===== config.mk =====
export PLATFORM = sky130hd
export DESIGN_NAME = grid_renderer
export DESIGN_NICKNAME = d
export VERILOG_FILES = /design/src/rtl/vga_pkg.sv /design/src/rtl/grid_renderer_cell_scan_counter.sv /design/src/rtl/grid_renderer.sv
export SDC_FILE = /design/constraint.sdc
export NUM_CORES = 1
export LEC_CHECK = 0
export CORE_MARGIN = 3
export CORE_UTILIZATION = 48
export DETAILED_ROUTE_END_ITERATION = 10
export MAX_ROUTING_LAYER = met4
export PLACE_DENSITY = 0.74
export SLEW_MARGIN = 10
export SYNTH_ARGS = -nofsm -noshare
export SYNTH_HDL_FRONTEND = slang
export SYNTH_SLANG_ARGS = --single-unit

===== constraint.sdc =====
create_clock -name pixel_clock -period 2 [get_ports pixel_clock]
set_input_delay 0.6 -clock pixel_clock [delete_from_list [all_inputs] [get_ports pixel_clock]]
set_output_delay 0.6 -clock pixel_clock [all_outputs]
set_load 0.1 [all_outputs]

===== src/rtl/vga_pkg.sv =====
// Shared display-path types and constants: 640x480 raster timing, default cell grid, grid colour.
// Optional gridline rendering in grid_renderer is enabled by defining GRID_RENDERER_GRIDLINES_EN.
package vga_pkg;

  localparam int H_ACTIVE_640 = 640;
  localparam int H_FRONT_640  = 16;
  localparam int H_SYNC_640   = 96;
  localparam int H_BACK_640   = 48;
  localparam int H_TOTAL_640  = H_ACTIVE_640 + H_FRONT_640 + H_SYNC_640 + H_BACK_640;

  localparam int V_ACTIVE_480 = 480;
  localparam int V_FRONT_480  = 10;
  localparam int V_SYNC_480   = 2;
  localparam int V_BACK_480   = 33;
  localparam int V_TOTAL_480  = V_ACTIVE_480 + V_FRONT_480 + V_SYNC_480 + V_BACK_480;

  localparam int DEF_GRID_COLS = 20;
  localparam int DEF_GRID_ROWS = 20;
  localparam int DEF_CELL_W    = 32;
  localparam int DEF_CELL_H    = 24;
  localparam int DEF_COLOR_W   = 4;

  // Gridline level, replicated on every channel.
  localparam int GRID_LEVEL = 4;

  typedef struct packed {
    logic [DEF_COLOR_W-1:0] r;
    logic [DEF_COLOR_W-1:0] g;
    logic [DEF_COLOR_W-1:0] b;
  } rgb_t;

  // Width of a counter that holds 0..n-1, never narrower than one bit.
  function automatic int ctr_width(input int n);
    return (n > 1) ? $clog2(n) : 1;
  endfunction

endpackage


===== src/rtl/grid_renderer_cell_scan_counter.sv =====
// One axis of the cell scan: sub-cell position, cell index and in-range flag.
// The index saturates on the last cell so downstream addresses stay inside the grid.
module cell_scan_counter
  import vga_pkg::*;
#(
  parameter  int CELL_SIZE = DEF_CELL_W,
  parameter  int CELLS     = DEF_GRID_COLS,
  localparam int SUB_W     = ctr_width(CELL_SIZE),
  localparam int IDX_W     = ctr_width(CELLS)
) (
  input  logic             pixel_clock,
  input  logic             rst_n,
  input  logic             advance,
  input  logic             clear,
  output logic [SUB_W-1:0] sub_count,
  output logic [IDX_W-1:0] cell_index,
  output logic             wrap,
  output logic             in_range
);

  localparam logic [SUB_W-1:0] SUB_LAST = SUB_W'(CELL_SIZE - 1);
  localparam logic [IDX_W-1:0] IDX_LAST = IDX_W'(CELLS - 1);

  logic sub_last;

  assign sub_last = (sub_count == SUB_LAST);

  // Pulses only when the cell index really steps, never on the final saturating wrap.
  assign wrap = advance & in_range & sub_last & (cell_index != IDX_LAST);

  always_ff @(posedge pixel_clock or negedge rst_n) begin
    if (!rst_n) begin
      sub_count  <= '0;
      cell_index <= '0;
      in_range   <= 1'b1;
    end else if (clear) begin
      sub_count  <= '0;
      cell_index <= '0;
      in_range   <= 1'b1;
    end else if (advance && in_range) begin
      if (sub_last) begin
        sub_count <= '0;
        if (cell_index == IDX_LAST) begin
          in_range <= 1'b0;
        end else begin
          cell_index <= cell_index + 1'b1;
        end
      end else begin
        sub_count <= sub_count + 1'b1;
      end
    end
  end

endmodule


===== src/rtl/grid_renderer.sv =====
// Cell-grid renderer: raster tracking from blank strobes, cell fetch, 2-cycle colour pipeline.
// Define GRID_RENDERER_GRIDLINES_EN to draw the first pixel row/column of every cell in grid colour.
module grid_renderer
  import vga_pkg::*;
#(
  parameter int H_ACTIVE  = H_ACTIVE_640,
  parameter int V_ACTIVE  = V_ACTIVE_480,
  parameter int GRID_COLS = DEF_GRID_COLS,
  parameter int GRID_ROWS = DEF_GRID_ROWS,
  parameter int CELL_W    = DEF_CELL_W,
  parameter int CELL_H    = DEF_CELL_H,
  parameter int COLOR_W   = DEF_COLOR_W,
  parameter int ADDR_W    = $clog2(GRID_COLS * GRID_ROWS)
) (
  input  logic                 pixel_clock,
  input  logic                 rst_n,
  input  logic                 i_hblank_n,
  input  logic                 i_vblank_n,
  input  logic [3*COLOR_W-1:0] i_alive_rgb,
  input  logic [3*COLOR_W-1:0] i_dead_rgb,
  output logic [ADDR_W-1:0]    o_cell_addr,
  output logic                 o_cell_rd_en,
  input  logic                 i_cell_data,
  output logic [COLOR_W-1:0]   o_vga_r,
  output logic [COLOR_W-1:0]   o_vga_g,
  output logic [COLOR_W-1:0]   o_vga_b,
  output logic                 o_frame_done
);

  localparam logic [0:0] WAIT_FRAME = 1'b0;
  localparam logic [0:0] ACTIVE     = 1'b1;

  localparam int PX_W = ctr_width(H_ACTIVE + 1);
  localparam int PY_W = ctr_width(V_ACTIVE + 1);
  localparam int SX_W = ctr_width(CELL_W);
  localparam int CX_W = ctr_width(GRID_COLS);
  localparam int SY_W = ctr_width(CELL_H);
  localparam int CY_W = ctr_width(GRID_ROWS);

  localparam logic [PX_W-1:0]   PX_LIMIT = PX_W'(H_ACTIVE);
  localparam logic [PY_W-1:0]   PY_LIMIT = PY_W'(V_ACTIVE);
  localparam logic [ADDR_W-1:0] ROW_STEP = ADDR_W'(GRID_COLS);

  logic              hblank_q_reg;
  logic              vblank_q_reg;
  logic [0:0]        state_reg;
  logic [0:0]        state_next;
  logic [PX_W-1:0]   px_reg;
  logic [PY_W-1:0]   py_reg;
  logic [ADDR_W-1:0] row_base_reg;
  logic              frame_done_reg;

  logic h_fall;
  logic v_fall;
  logic active;
  logic visible;
  logic in_screen;
  logic in_grid;
  logic x_clear;
  logic y_clear;
  logic y_advance;

  logic [SX_W-1:0] sx;
  logic [CX_W-1:0] cx;
  logic            x_wrap;
  logic            x_in_range;
  logic [SY_W-1:0] sy;
  logic [CY_W-1:0] cy;
  logic            y_wrap;
  logic            y_in_range;

  logic                 s1_visible_reg;
  logic                 s1_in_grid_reg;
  logic [3*COLOR_W-1:0] s1_rgb;

  // Edges are detected against registered copies; the blanks never clock anything.
  assign h_fall  = hblank_q_reg & ~i_hblank_n;
  assign v_fall  = vblank_q_reg & ~i_vblank_n;
  assign active  = (state_reg == ACTIVE);
  assign visible = active & i_hblank_n & i_vblank_n;

  assign x_clear   = ~active | h_fall | v_fall;
  assign y_clear   = ~active | v_fall;
  assign y_advance = h_fall & i_vblank_n;

  always_comb begin
    state_next = state_reg;
    if (state_reg == WAIT_FRAME && v_fall) begin
      state_next = ACTIVE;
    end
  end

  always_ff @(posedge pixel_clock or negedge rst_n) begin
    if (!rst_n) begin
      hblank_q_reg   <= 1'b0;
      vblank_q_reg   <= 1'b0;
      state_reg      <= WAIT_FRAME;
      px_reg         <= '0;
      py_reg         <= '0;
      row_base_reg   <= '0;
      frame_done_reg <= 1'b0;
    end else begin
      hblank_q_reg   <= i_hblank_n;
      vblank_q_reg   <= i_vblank_n;
      state_reg      <= state_next;
      frame_done_reg <= active & v_fall;

      if (x_clear) begin
        px_reg <= '0;
      end else if (visible && px_reg != '1) begin
        px_reg <= px_reg + 1'b1;
      end

      if (y_clear) begin
        py_reg <= '0;
      end else if (y_advance && py_reg != '1) begin
        py_reg <= py_reg + 1'b1;
      end

      if (y_clear) begin
        row_base_reg <= '0;
      end else if (y_wrap) begin
        row_base_reg <= row_base_reg + ROW_STEP;
      end
    end
  end

  cell_scan_counter #(
    .CELL_SIZE (CELL_W),
    .CELLS     (GRID_COLS)
  ) u_x_scan (
    .pixel_clock (pixel_clock),
    .rst_n       (rst_n),
    .advance     (visible),
    .clear       (x_clear),
    .sub_count   (sx),
    .cell_index  (cx),
    .wrap        (x_wrap),
    .in_range    (x_in_range)
  );

  cell_scan_counter #(
    .CELL_SIZE (CELL_H),
    .CELLS     (GRID_ROWS)
  ) u_y_scan (
    .pixel_clock (pixel_clock),
    .rst_n       (rst_n),
    .advance     (y_advance),
    .clear       (y_clear),
    .sub_count   (sy),
    .cell_index  (cy),
    .wrap        (y_wrap),
    .in_range    (y_in_range)
  );

  // Scan counters mark the grid edge; px/py clip a grid that is larger than the screen.
  assign in_screen = (px_reg < PX_LIMIT) & (py_reg < PY_LIMIT);
  assign in_grid   = x_in_range & y_in_range & in_screen;

  assign o_cell_addr  = row_base_reg + ADDR_W'(cx);
  assign o_cell_rd_en = visible & in_grid;
  assign o_frame_done = frame_done_reg;

  always_ff @(posedge pixel_clock or negedge rst_n) begin
    if (!rst_n) begin
      s1_visible_reg <= 1'b0;
      s1_in_grid_reg <= 1'b0;
    end else begin
      s1_visible_reg <= visible;
      s1_in_grid_reg <= in_grid;
    end
  end

`ifdef GRID_RENDERER_GRIDLINES_EN
  localparam logic [COLOR_W-1:0] GRID_COLOR = COLOR_W'(GRID_LEVEL);

  logic s1_grid_line_reg;
  logic unused_scan;

  always_ff @(posedge pixel_clock or negedge rst_n) begin
    if (!rst_n) begin
      s1_grid_line_reg <= 1'b0;
    end else begin
      s1_grid_line_reg <= (sx == '0) | (sy == '0);
    end
  end

  assign unused_scan = ^{x_wrap, cy};
`else
  logic unused_scan;

  assign unused_scan = ^{x_wrap, cy, sx, sy};
`endif

  always_comb begin
    s1_rgb = i_cell_data ? i_alive_rgb : i_dead_rgb;
    if (!s1_in_grid_reg) begin
      s1_rgb = '0;
    end
`ifdef GRID_RENDERER_GRIDLINES_EN
    else if (s1_grid_line_reg) begin
      s1_rgb = {3{GRID_COLOR}};
    end
`endif
  end

  // Channel 0 is red, taken from the top of the packed {R,G,B} word.
  genvar gi;
  generate
    for (gi = 0; gi < 3; gi++) begin : g_chan
      logic [COLOR_W-1:0] level_reg;

      always_ff @(posedge pixel_clock or negedge rst_n) begin
        if (!rst_n) begin
          level_reg <= '0;
        end else begin
          level_reg <= s1_visible_reg ? s1_rgb[(2-gi)*COLOR_W +: COLOR_W] : '0;
        end
      end
    end
  endgenerate

  assign o_vga_r = g_chan[0].level_reg;
  assign o_vga_g = g_chan[1].level_reg;
  assign o_vga_b = g_chan[2].level_reg;

endmodule


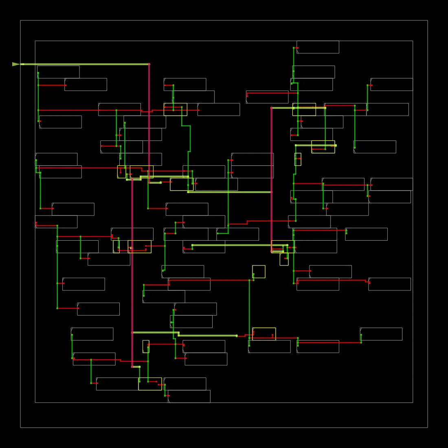
**Above:** run 1 (clock wiring as the flow saved it).
clock insertion delay at the later pin of the skew report: 0.35 ns
number of clock sinks: 66
Layout Skew: 0.00667 ns
clk_buf instances: 12
TritonCTS Buffers: 9

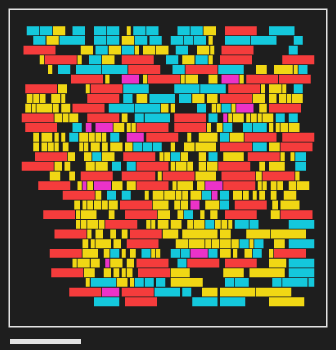
**Above:** run 1 (cell classes on the final placement).
The bar under the picture is 20 microns long.
- all other logic: yellow (cells 241)
- clock drivers and dummy loads: magenta (cells 15)
- flip-flops: red (cells 66)
- other buffers and delay cells: cyan (cells 105)
Seq/total area: 34.3%
Finished Cell Area: 4830 sq um
FP Rows: 29

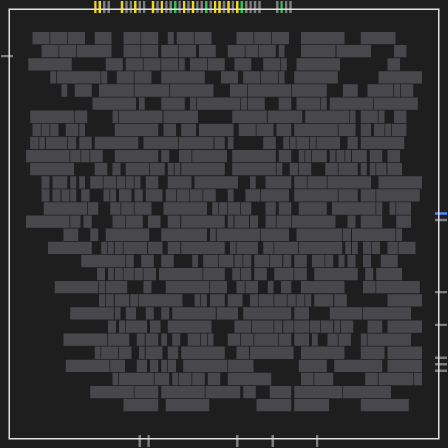
**Above:** run 1 (I/O pins on the die edge).
Pins as bars across the die edge, other pins in grey.
- i_dead_rgb: yellow (pins 12; direction input; edge north)
- i_vblank_n: blue (pins 1; direction input; edge east)
- o_vga_g: green (pins 4; direction output; edge north)
die height: 88.8 microns
die outline width: 88.8 microns
port buffer count: 51

==> impl_metrics.yaml, run 1 <==
# synthesis and place-and-route metrics
run_status:
  status: "complete, but fails checks"
  violations: "negative setup slack"
routing:
  wl_met3_microns: 234
  drt_iter0_drc: 126
  vias_per_cell: 5.46
  wl_microns: 7330
  wirelength_met1_microns: 3250
  wl_met2_microns: 3730
  drc: 0
  dr.max_layer_used: "met4"
  vias: 2751
  dr.pass1.iters: 4
power_and_ir_drop:
  p_clk_share_pct: 34.0
  pwr-share-comb_pct: 14.8
  power_leader: "sequential cells"
  vdd_drop_max_mv: 0.425
  power_clock_mw: 0.929
  switching_share_pct: 27.3
  seq-power_mw: 1.40
  p_int_mw: 1.99
critical_path:
  r2r-start: "py_reg[0]"
  cp_top_family: "AND-OR/OR-AND gates"
  end_kind: "output pin"
  crit_path_end: "o_cell_addr[6]"
  path_class: "reg2out"
  path_depth: 6
  cp_max_fo: 4
  crit_arrival_ns: 1.94
  r2r_end: "py_reg[7]"
  startpoint_type: "flop"
cts:
  htree_levels: 3
  path_clk_slew_ns: 0.07
  cts_resized: 11
  cts_tree: "done"
  post_cts_buffers: 7
synth:
  ys_area_sq_um: 3290
  adder_share_pct: 4.56
  postSynth.asyncResetShare_pct: 100
  ys_sh_aoi_pct: 8.14
  ys_sh_mux_pct: 5.78
  synth_seq_share_pct: 50.3
  synthTopLogicFamily: "simple AND/OR/NAND/NOR gates"
  flop_cell: "dfrtp_1"
  edf_count: 0
  xor_area_share_pct: 6.92
  syn-mean-instance-area_sq_um: 10.2
  ys_cells: 323
  synth_top_cell_by_count: "dfrtp_1"
  fp_nets: 364
die:
  die-area_sq_um: 7880
  fp_util_pct: 50.6
  core_sq_um: 6490
  tap_cells: 77
  pin_count: 52
global_routing:
  grtUsageMet2_pct: 30.7
  track_usage_pct: 20.0
  grt_pass1_wl_microns: 11700
  top_usage_layer: "met2"
  grt_use_met3_pct: 3.91
  met1_usage_pct: 26.0
  antenna_found_initial: 0
  grt_pass1_vias: 2548
  grt-ovfl-total: 0
finish:
  fin_nets: 464
  largest_reg_flops: 10
  utilization_pct: 74.3
  largest_cell_class: "logic gates"
  drive_gt1_share_pct: 27.2
  clock_area_share_pct: 3.16
  flop_area_sq_um: 1650
  fill_cells: 442
  final_cell_mix: "64 x dfrtp_1, 49 x buf_4, 44 x nor2_1"
  inverters: 6
  comb-cell-share_pct: 36.0
  comb_area_sq_um: 1740
  lay_top_count: "dfrtp_1"
place:
  dp_slack_ns: -0.413
  numPlacedInstances: 479
  place_hpwl_microns: 5150
sta:
  finalCriticalPeriod_ns: 2.54
  hold_viol_final: 0
  setup_violations: 10
  slew_headroom_pct: 71.7
  finalSetupTns_ns: -3.08
  rsz0062_at_grt: "true"
  tightest_slew_ns: 0.418
  fin_ws_ns: -0.543
job:
  drv_cap: 0
**Run 1: clock wires, drivers and flops**

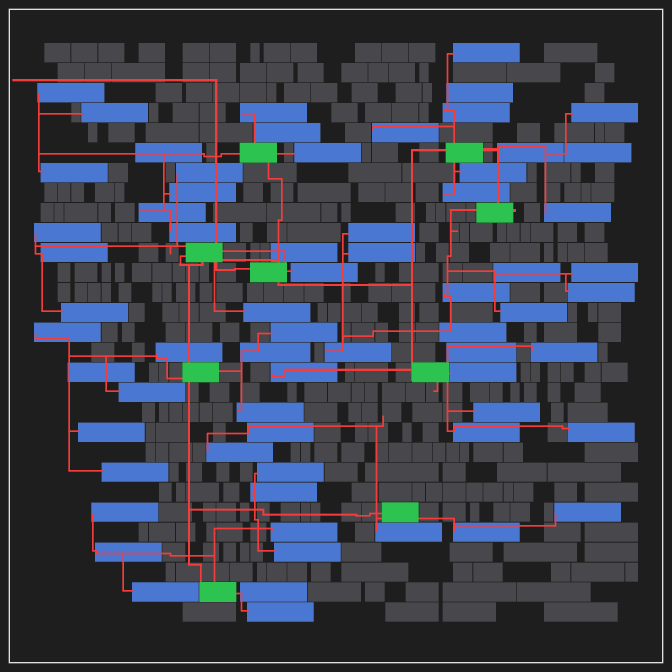

==> inputs of run 2 (changes only) <==
- ABC_AREA: default -> 1
- CORE_UTILIZATION: 48 -> 49
- PLACE_DENSITY: 0.74 -> 0.75
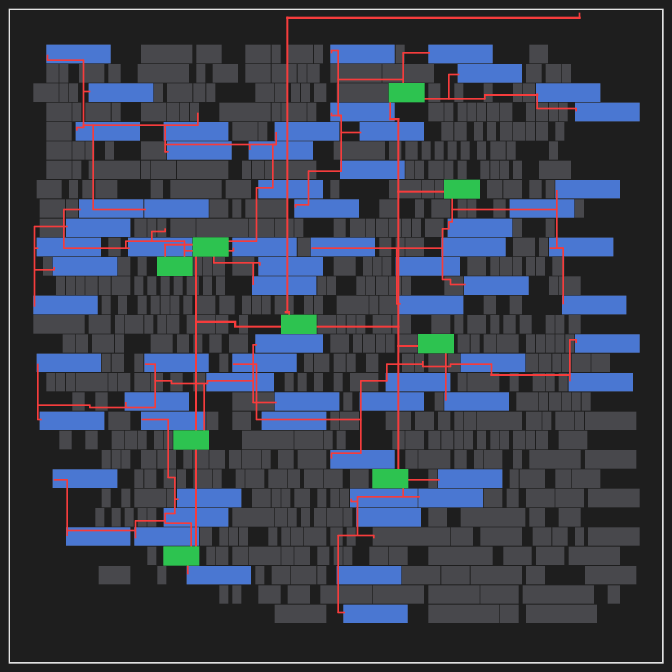
**Above:** run 2 (clock wires, drivers and flops).
- clock wires: red (length 836 microns)
- cells driving clock nets: green (count 9)
- flip-flops: blue (count 66)
- routed clock nets: 10
- flops lie: widely spread
Clk pwr share: 33.5%
clock insertion delay at the later pin of the skew report: 0.34 ns

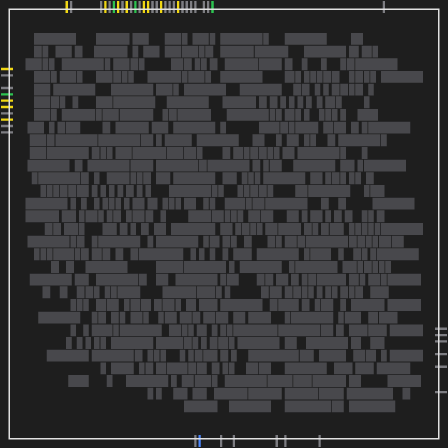
**Above:** run 2 (I/O pins on the die edge).
Pins as bars across the die edge, other pins in grey.
- i_vblank_n: blue (pins 1; direction input; edge south)
- i_dead_rgb: yellow (pins 12; direction input; edge 8 north, 4 west)
- o_vga_g: green (pins 4; direction output; edge 3 north, 1 west)
die height: 91.9 microns
die outline width: 91.9 microns

==> run 2 against run 1 <==
Compared with the run above:
- the run still ends with negative setup slack left
- utilization is essentially flat
- routed wire length grew 18%
- power grew 15%
- clock-buffer cell count grew 1
- highest routed layer unchanged
- fmax grew 6.0%
- synthesized area grew 9.9%
- setup slack gained 0.14 ns
- sequential share of layout area shrank 2.4 points
- register-to-register slack gained 0.31 ns
==> impl_metrics.yaml, run 2 <==
# synthesis and place-and-route metrics
run_status:
  status: "complete, but fails checks"
  violations: "negative setup slack"
routing:
  wirelength_met1_microns: 3540
  wl_met2_microns: 4600
  dr.max_layer_used: "met4"
  vias_per_cell: 5.17
  dr.pass1.iters: 4
sta:
  slew_headroom_pct: 70.3
  hold_viol_final: 0
  setup_violations: 7
  fin_ws_ns: -0.400
  tightest_slew_ns: 0.446
cts:
  htree_levels: 3
  cts_sinks: 66
  cts_resized: 15
  cts_tree: "done"
  cts_inserted_buffers: 9
  post_cts_buffers: 4
critical_path:
  cp_top_family: "simple AND/OR/NAND/NOR gates"
  crit_arrival_ns: 1.80
  startpoint_type: "flop"
  path_depth: 7
  path_class: "reg2out"
  cp_max_fo: 3
die:
  core_sq_um: 6980
  fp-row-count: 30
  fp_util_pct: 51.8
finish:
  lay_top_count: "nand2_1"
  largest_cell_class: "logic gates"
  flop_area_sq_um: 1660
  final_cell_mix: "105 x nand2_1, 69 x nor2_1, 63 x nand3_1, 63 x dfrtp_1, 47 x buf_4"
  clock_area_share_pct: 3.45
  utilization_pct: 74.4
  drive_gt1_share_pct: 22.0
  comb-cell-share_pct: 37.1
  seq_share_pct: 31.9
place:
  dp_slack_ns: -0.364
  place_hpwl_microns: 6490
  port_buffers: 51
synth:
  ys_sh_mux_pct: 0
  ys_area_sq_um: 3610
  ys_sh_aoi_pct: 4.92
  xor_area_share_pct: 3.63
  fp_nets: 510
  edf_count: 0
global_routing:
  grt_pass1_wl_microns: 15100
  grt_pass1_vias: 3412
  grt-ovfl-total: 0
power_and_ir_drop:
  power_clock_mw: 1.06
  p_int_mw: 2.22
  pwr-share-comb_pct: 20.9
  seq-power_mw: 1.44
job:
  drv_cap: 0
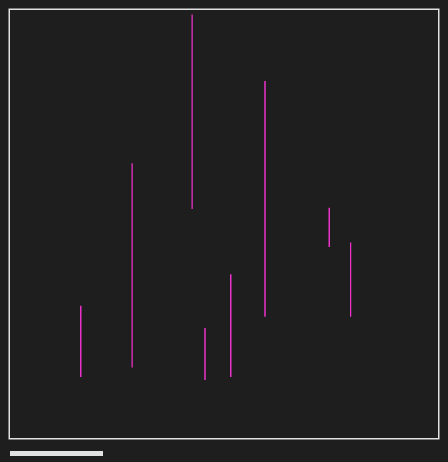
**Above:** run 2 (M4 wires).
The bar under the picture is 20 microns long.
- longest straight run: 50.3 microns
- nets with wire on the layer: 7
- wire length on this layer: 207 microns
- share of all routed wire: 2.4%
- main direction: vertical
final wirelength: 8630 microns
DR vias: 3,452

**Run 2: cell sizes after repair**

The bar under the picture is 20 microns long.
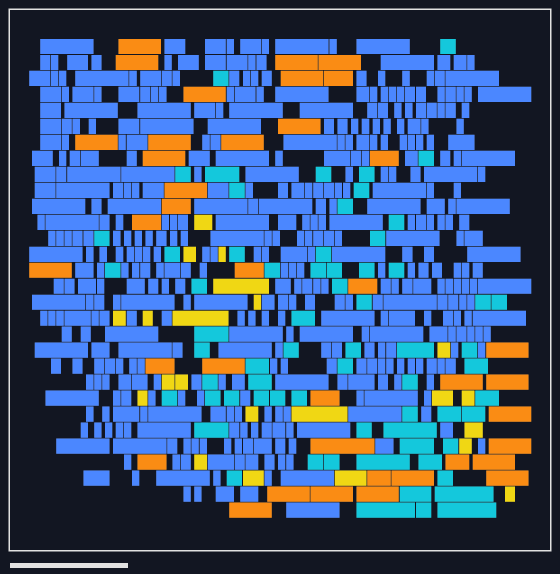

==> inputs of run 3 (changes only) <==
- CORE_UTILIZATION: 49 -> 55
- PLACE_DENSITY: 0.75 -> 0.77
- SLEW_MARGIN: 10 -> default
- clock period: 2 -> 2.65 ns (I/O delays scaled with it)
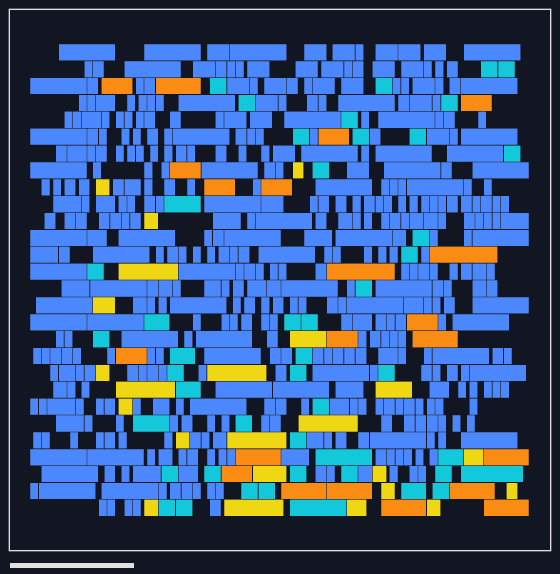
**Above:** run 3 (cell sizes after repair).
The bar under the picture is 20 microns long.
- drive 2: yellow (cells 23)
- drive 3 to 4: cyan (cells 46)
- drive 6 and up: orange (cells 21)
- drive 1 or less: blue (cells 452)
Signal buffers: 73
Finished Cell Area: 4670 sq um

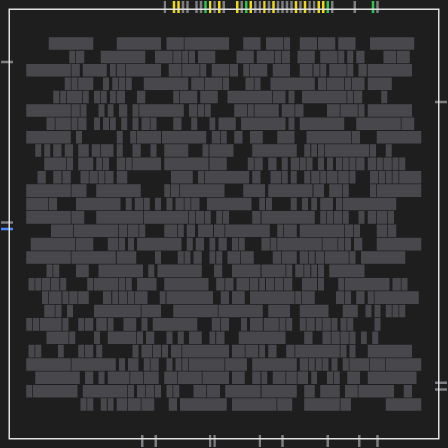
**Above:** run 3 (I/O pins on the die edge).
Pins as bars across the die edge, other pins in grey.
- i_vblank_n: blue (pins 1; direction input; edge west)
- o_vga_g: green (pins 4; direction output; edge north)
- i_dead_rgb: yellow (pins 12; direction input; edge north)
die height: 87.1 microns
die outline width: 87.1 microns

==> run 3 against run 2 <==
Compared with the run above:
- the flow now finishes without violations
- first-iteration DRC count shrank 23%
- sequential power shrank 25%
- sequential share of layout area grew 3.6 points
- die size shrank 10%
- clock-buffer cell count shrank 1
- critical path depth grew 1
- synthesized cell count is the same
- largest power group unchanged
==> impl_metrics.yaml, run 3 <==
# synthesis and place-and-route metrics
sta:
  fin_ws_ns: 0.0474
  slew_headroom_pct: 67.7
  tightest_slew_ns: 0.483
  setup_violations: 0
  finalCriticalPeriod_ns: 2.60
  finalSetupTns_ns: 0
  rsz0062_at_grt: "true"
synth:
  ys_sh_aoi_pct: 4.92
  syn-mean-instance-area_sq_um: 7.71
  flop_cell: "dfrtp_1"
  adder_share_pct: 4.15
  fp_nets: 510
  synthTopLogicFamily: "simple AND/OR/NAND/NOR gates"
  ys_cells: 469
  edf_count: 0
  postSynth.asyncResetShare_pct: 100
  ys_sh_mux_pct: 0
routing:
  wl_met3_microns: 276
  drt_iter0_drc: 137
  wl_met2_microns: 4230
  dr.max_layer_used: "met4"
  drc: 0
  vias: 3278
finish:
  clock_area_share_pct: 4.50
  drive_gt1_share_pct: 16.6
  clockBufferCount: 12
  fill_cells: 447
  fin_nets: 579
  flop_area_sq_um: 1660
  largest_reg_flops: 10
  final_cell_mix: "108 x nand2_1, 70 x nor2_1, 65 x nand3_1"
  inverters: 43
  comb-cell-share_pct: 38.9
  seq_share_pct: 35.5
power_and_ir_drop:
  power_leader: "sequential cells"
  vdd_drop_max_mv: 0.463
  pwr-share-comb_pct: 17.7
  switching_share_pct: 28.7
critical_path:
  end_kind: "output pin"
  r2r_end: "py_reg[8]"
  crit_path_end: "o_cell_addr[7]"
  r2r-start: "py_reg[0]"
  startpoint_type: "flop"
  cp_max_fo: 4
global_routing:
  antenna_found_initial: 0
  grt_use_met3_pct: 5.96
  grt-ovfl-total: 0
  grt_pass1_vias: 3168
  track_usage_pct: 23.7
  grt_pass1_wl_microns: 13900
die:
  die-area_sq_um: 7580
  tap_cells: 75
  pin_count: 52
place:
  numPlacedInstances: 591
  dp_slack_ns: -0.0979
  port_buffers: 51
  place_hpwl_microns: 5700
cts:
  post_cts_buffers: 3
  cts_sinks: 66
  cts_inserted_buffers: 9
  path_clk_slew_ns: 0.07
run_status:
  status: "complete, no violations"
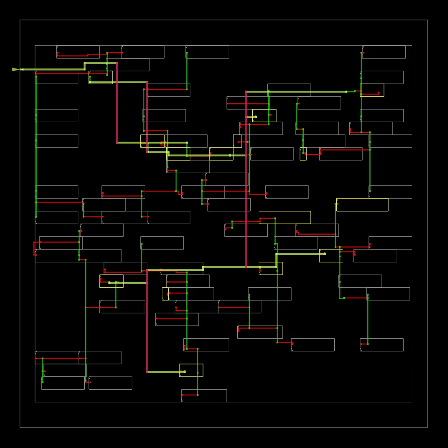
**Above:** run 3 (clock wiring as the flow saved it).
clock insertion delay at the later pin of the skew report: 0.35 ns
Layout Skew: 0.00457 ns
Flop Count: 66

Power and IR drop assume default switching activity.
